### src/rtl/gray2bin_seq.sv
// -----------------------------------------------------------------------------
// gray2bin_seq
//
// Bit-serial Gray-to-binary decoder with ready/valid handshakes on both sides
// and an adjacency checker that flags any accepted word that is not exactly
// one bit away from the previously accepted word.
//
// A word accepted in IDLE is decoded MSB first, one bit per clock, over WIDTH
// DECODE cycles. The result is then held in DONE until the consumer takes it.
// Only one word is in flight at a time, so the minimum period per word is
// WIDTH+2 cycles.
//
// Parameters
//   WIDTH      Gray/binary word width (2..32)
//
// Ports
//   clk        clock; all state changes on the rising edge
//   rst        asynchronous, active-high reset
//   in_valid   in_gray carries a word to accept
//   in_ready   block is idle and will accept a word (high in IDLE only)
//   in_gray    Gray-coded input word
//   out_valid  out_bin/adj_err carry a finished result (high in DONE only)
//   out_ready  consumer takes the result
//   out_bin    decoded binary word (partially resolved while decoding)
//   adj_err    accepted word was not at Hamming distance 1 from the previous one
// -----------------------------------------------------------------------------
module gray2bin_seq #(
  parameter int WIDTH = 8
) (
  input  logic             clk,
  input  logic             rst,
  input  logic             in_valid,
  output logic             in_ready,
  input  logic [WIDTH-1:0] in_gray,
  output logic             out_valid,
  input  logic             out_ready,
  output logic [WIDTH-1:0] out_bin,
  output logic             adj_err
);

  localparam int IDX_W = (WIDTH > 2) ? $clog2(WIDTH) : 1;
  localparam logic [IDX_W-1:0] IDX_MSB = IDX_W'(WIDTH - 1);

  typedef enum logic [1:0] {
    IDLE   = 2'd0,
    DECODE = 2'd1,
    DONE   = 2'd2
  } state_t;

  state_t           state_reg, state_next;
  logic [WIDTH-1:0] gray_reg, gray_next;
  logic [WIDTH-1:0] bin_reg, bin_next;
  logic [IDX_W-1:0] idx_reg, idx_next;
  logic [WIDTH-1:0] prev_gray_reg, prev_gray_next;
  logic             have_prev_reg, have_prev_next;
  logic             adj_err_reg, adj_err_next;

  // bin_reg with the bit selected by idx_reg replaced by its resolved value.
  logic [WIDTH-1:0] bin_resolved;

  // Adjacency: the XOR of consecutive words must have exactly one bit set.
  logic [WIDTH-1:0] diff;
  logic             one_bit_diff;

  assign diff         = in_gray ^ prev_gray_reg;
  assign one_bit_diff = (diff != '0) && ((diff & (diff - WIDTH'(1))) == '0);

  // One resolver per bit position; only the position matching idx_reg changes.
  // The MSB copies the Gray bit; every lower bit folds in the binary bit above,
  // which was resolved on the previous DECODE cycle.
  genvar gi;
  generate
    for (gi = 0; gi < WIDTH; gi++) begin : g_resolve
      logic bit_val;
      if (gi == WIDTH - 1) begin : g_msb
        assign bit_val = gray_reg[gi];
      end else begin : g_lower
        assign bit_val = bin_reg[gi+1] ^ gray_reg[gi];
      end
      assign bin_resolved[gi] = (idx_reg == IDX_W'(gi)) ? bit_val : bin_reg[gi];
    end
  endgenerate

  // State register and datapath registers.
  always_ff @(posedge clk or posedge rst) begin
    if (rst) begin
      state_reg     <= IDLE;
      gray_reg      <= '0;
      bin_reg       <= '0;
      idx_reg       <= IDX_MSB;
      prev_gray_reg <= '0;
      have_prev_reg <= 1'b0;
      adj_err_reg   <= 1'b0;
    end else begin
      state_reg     <= state_next;
      gray_reg      <= gray_next;
      bin_reg       <= bin_next;
      idx_reg       <= idx_next;
      prev_gray_reg <= prev_gray_next;
      have_prev_reg <= have_prev_next;
      adj_err_reg   <= adj_err_next;
    end
  end

  // Next-state and datapath update.
  always_comb begin
    state_next     = state_reg;
    gray_next      = gray_reg;
    bin_next       = bin_reg;
    idx_next       = idx_reg;
    prev_gray_next = prev_gray_reg;
    have_prev_next = have_prev_reg;
    adj_err_next   = adj_err_reg;

    case (state_reg)
      IDLE: begin
        if (in_valid) begin
          state_next     = DECODE;
          gray_next      = in_gray;
          // Start from zero so the partial word only shows resolved bits.
          bin_next       = '0;
          idx_next       = IDX_MSB;
          adj_err_next   = have_prev_reg && !one_bit_diff;
          prev_gray_next = in_gray;
          have_prev_next = 1'b1;
        end
      end

      DECODE: begin
        bin_next = bin_resolved;
        if (idx_reg == '0) begin
          state_next = DONE;
          idx_next   = IDX_MSB;
        end else begin
          idx_next = idx_reg - IDX_W'(1);
        end
      end

      DONE: begin
        if (out_ready) begin
          state_next = IDLE;
        end
      end

      default: begin
        state_next = IDLE;
      end
    endcase
  end

  // Handshake flags come straight from the state; data outputs are registers.
  assign in_ready  = (state_reg == IDLE);
  assign out_valid = (state_reg == DONE);
  assign out_bin   = bin_reg;
  assign adj_err   = adj_err_reg;

endmodule

### config.mk
export PLATFORM = sky130hd
export DESIGN_NAME = gray2bin_seq
export DESIGN_NICKNAME = d
export VERILOG_FILES = /design/src/rtl/gray2bin_seq.sv
export SDC_FILE = /design/constraint.sdc
export NUM_CORES = 1
export LEC_CHECK = 0
export CORE_MARGIN = 3
export CORE_UTILIZATION = 55
export CTS_CLUSTER_DIAMETER = 50
export DETAILED_ROUTE_END_ITERATION = 10
export PLACE_DENSITY_LB_ADDON = 0.3
export REMOVE_ABC_BUFFERS = 1
export SETUP_SLACK_MARGIN = 0.3
export SYNTH_ARGS = -nofsm -noshare
export SYNTH_HDL_FRONTEND = slang
export SYNTH_SLANG_ARGS = --single-unit
### constraint.sdc
create_clock -name clk -period 4.15 [get_ports clk]
set_clock_uncertainty 0.05 [all_clocks]
set_input_delay 0.83 -clock clk [delete_from_list [all_inputs] [get_ports clk]]
set_output_delay 0.83 -clock clk [all_outputs]
set_load 0.1 [all_outputs]
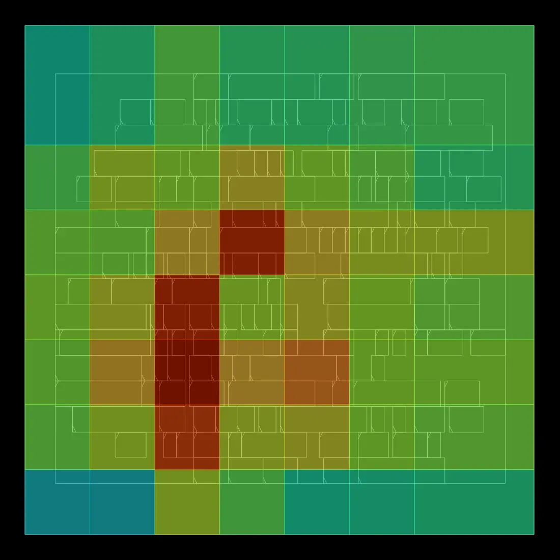
*Congestion heat map*
wire per inst: 14.0 microns
met2 GRT Util: 32.5%
Layout Utilization: 72.5%
Top Usage Layer GRT: met2
met3 GRT Util: 3.60%

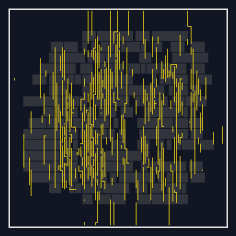
*M2 wires*
Scale: 4 px per micron. Cells faint in the background.
The wires run mostly vertical. The longest straight run is 35.0 microns.
via count: 995
routed wire length: 2560 microns

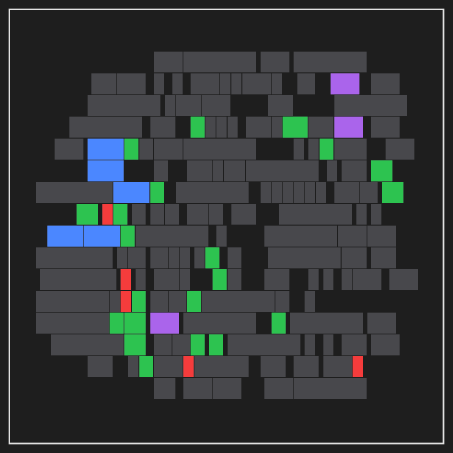
*Gate-type map*
Scale: 8 px per micron.
Key: green = inverting AOI/OAI gates [cells 21]; red = inverters [cells 5]; blue = adder and majority cells [cells 5, where middle left]; purple = multiplexers [cells 3]
Commonest Layout Cell: nand2_1
logic share of the area: 41.8%

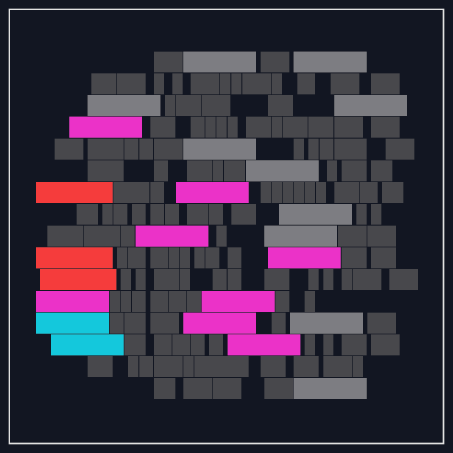
*Register map, names as in the netlist*
Scale: 8 px per micron. Other sequential cells in the stronger grey, the rest of the logic in the fainter grey.
Key: red = idx_reg [placed flops 3]; magenta = out_bin [placed flops 8]; cyan = state_reg [placed flops 2]
area occupied by registers: 579 sq um
sequential cell power: 0.431 mW

==> run notes <==
yosys + openroad results -> status=complete, no violations, Placer Congestion=0.907, Max Freq=321 MHz, Mapped Cells=135, number of diodes=0, Die Wd=54.1 microns, DR DRC count=0, max-cap viol count=0, Post-CTS Setup Bufs=0, CTS clk-pin slew, worst paths=0.12 ns, Core ar.=2080 sq um, post-synth top area share=39.3%, crit path DAT=2.24 ns, Commonest flop=dfrtp_1, first-pass GRT wire length=4110 microns, initial antenna violation count=0, # fillers=158, Pins Over Slew Limit=0, number of H-tree levels=1, clk latency late pin=0.31 ns, Crit. End Element=primary output, top post-synthesis cells by count=nand2_1, dfrtp_1, o21ai_0, DPL Wire Length=1980 microns, DR pass1 iterations=4, synthesized chip area reported by yosys=1270 sq um, most instantiated library cell after synthesis=nand2_1, Yosys warning total=0, port bufs=22, Syn Std Cell Area=1270 sq um, Post-synth ARST share=100%, Max transition margin=35.0%, Boundary Pins=23, total power=1.24 mW, Least-Margin Pin Slew=0.972 ns, nets@finish=174, FP Rows=16, antenna-violating nets left=0, Top cells by area=dfrtp_1, nand2_1, xnor2_1, syn avg cell area=9.43 sq um, post-layout min period=3.12 ns, Clock Sinks=23, distinct lib cells=27, FP Core Util=61.1%, ratio of cells with drive above 1 in the final layout=5.77%, Hold Buf Count CTS=0, Hold Vio Cnt, Final=0, synthesis-to-finish area growth=18.7%, initial drt markers=31, Peak supply drop=0.000492 V, placed cells=179, logic area=632 sq um, DIE HEIGHT=54.1 microns, Synth area leader=dfrtp_1, RSZ-0062 raised after global routing=no, chip footprint=2930 sq um, deepest clock path buffer count=2, Crit Path Category=reg -> out, vias per cell=5.44, crit-path max FO=11, Data required, critical path=3.27 ns
==> power by group <==
| group | internal, mW | switching, mW | total (mW) | leakage (nW) |
|---|---|---|---|---|
| sequential | 0.325 | 0.107 | 0.431 | 0.278 |
| clock | 0.0375 | 0.0659 | 0.103 | 0.0150 |
| combinational | 0.229 | 0.472 | 0.702 | 0.383 |
==> metal layers <==
metal | GRT usage (%) | wire, microns | up-vias
li1 | - | - | 493
met1 | 25.4 | 1150 | 476
met2 | 32.5 | 1240 | 20
met3 | 3.60 | 98 | 6
met4 | 9.96 | 70 | 0
met5 | 0 | 0 | -
==> final timing paths <==
| check | from | end | slack (ns) | depth (start not counted) |
|---|---|---|---|---|
| max reg2reg | state_reg[0] | adj_err | 2.36 | 4 |
| min in group asynchronous | rst | prev_gray_reg[2] | 0.93 | 2 |
| max in group asynchronous | rst | out_bin[5] | 2.60 | 2 |
| max | state_reg[0] | out_valid | 1.03 | 3 |
| min | have_prev_reg | have_prev_reg | 0.43 | 1 |
| min reg2reg | have_prev_reg | have_prev_reg | 0.43 | 1 |
==> worst max-delay path: stages (launching register included) <==
cell and delay (ns):
dfrtp_1 0.53, nand2b_1 0.22, inv_1 0.06, clkdlybuf4s50_1 1.12
==> logic make-up after synthesis <==
family | share of synthesized area, %
AND-OR/OR-AND | 11.1
XOR/XNOR | 11.0
AND/OR/NAND/NOR | 20.3
flip-flops | 45.5
multiplexers | 2.36
adder cells (fa/ha/maj) | 4.92
buffers and inverters | 4.82
==> through the flow <==
stage	setup slack, ns	instance area, sq um	hold WS (ns)
5_1_grt	0.944	1510	0.447
2_1_floorplan	1.50	1230	0.384
4_1_cts	1.02	1510	0.435
3_5_place_dp	1.39	1480	0.404
6_report	1.03	1510	0.427
3_3_place_gp	1.42	1480	0.403
==> placed cells by master (no fill, tap or decap), types with 3 or more instances in the layout <==
master           instances
nand2b_1                 4
dfstp_2                  3
xor2_1                   6
mux2i_1                  3
clkdlybuf4s50_1         22
xnor2_1                 10
ha_1                     5
clkbuf_4                 3
inv_1                    5
nand3_1                  9
nand2_1                 33
dfrtp_1                 20
o21ai_0                 13
nor2_1                   3
==> layout make-up <==
cell class	count	share of cell area [%]
tap	27	2.24
multi-input combinational	102	41.8
inverter	5	1.24
timing repair buffer	22	14.6
sequential	23	38.4
clock buffer	4	1.74
Power is estimated from default activity; no workload was simulated.
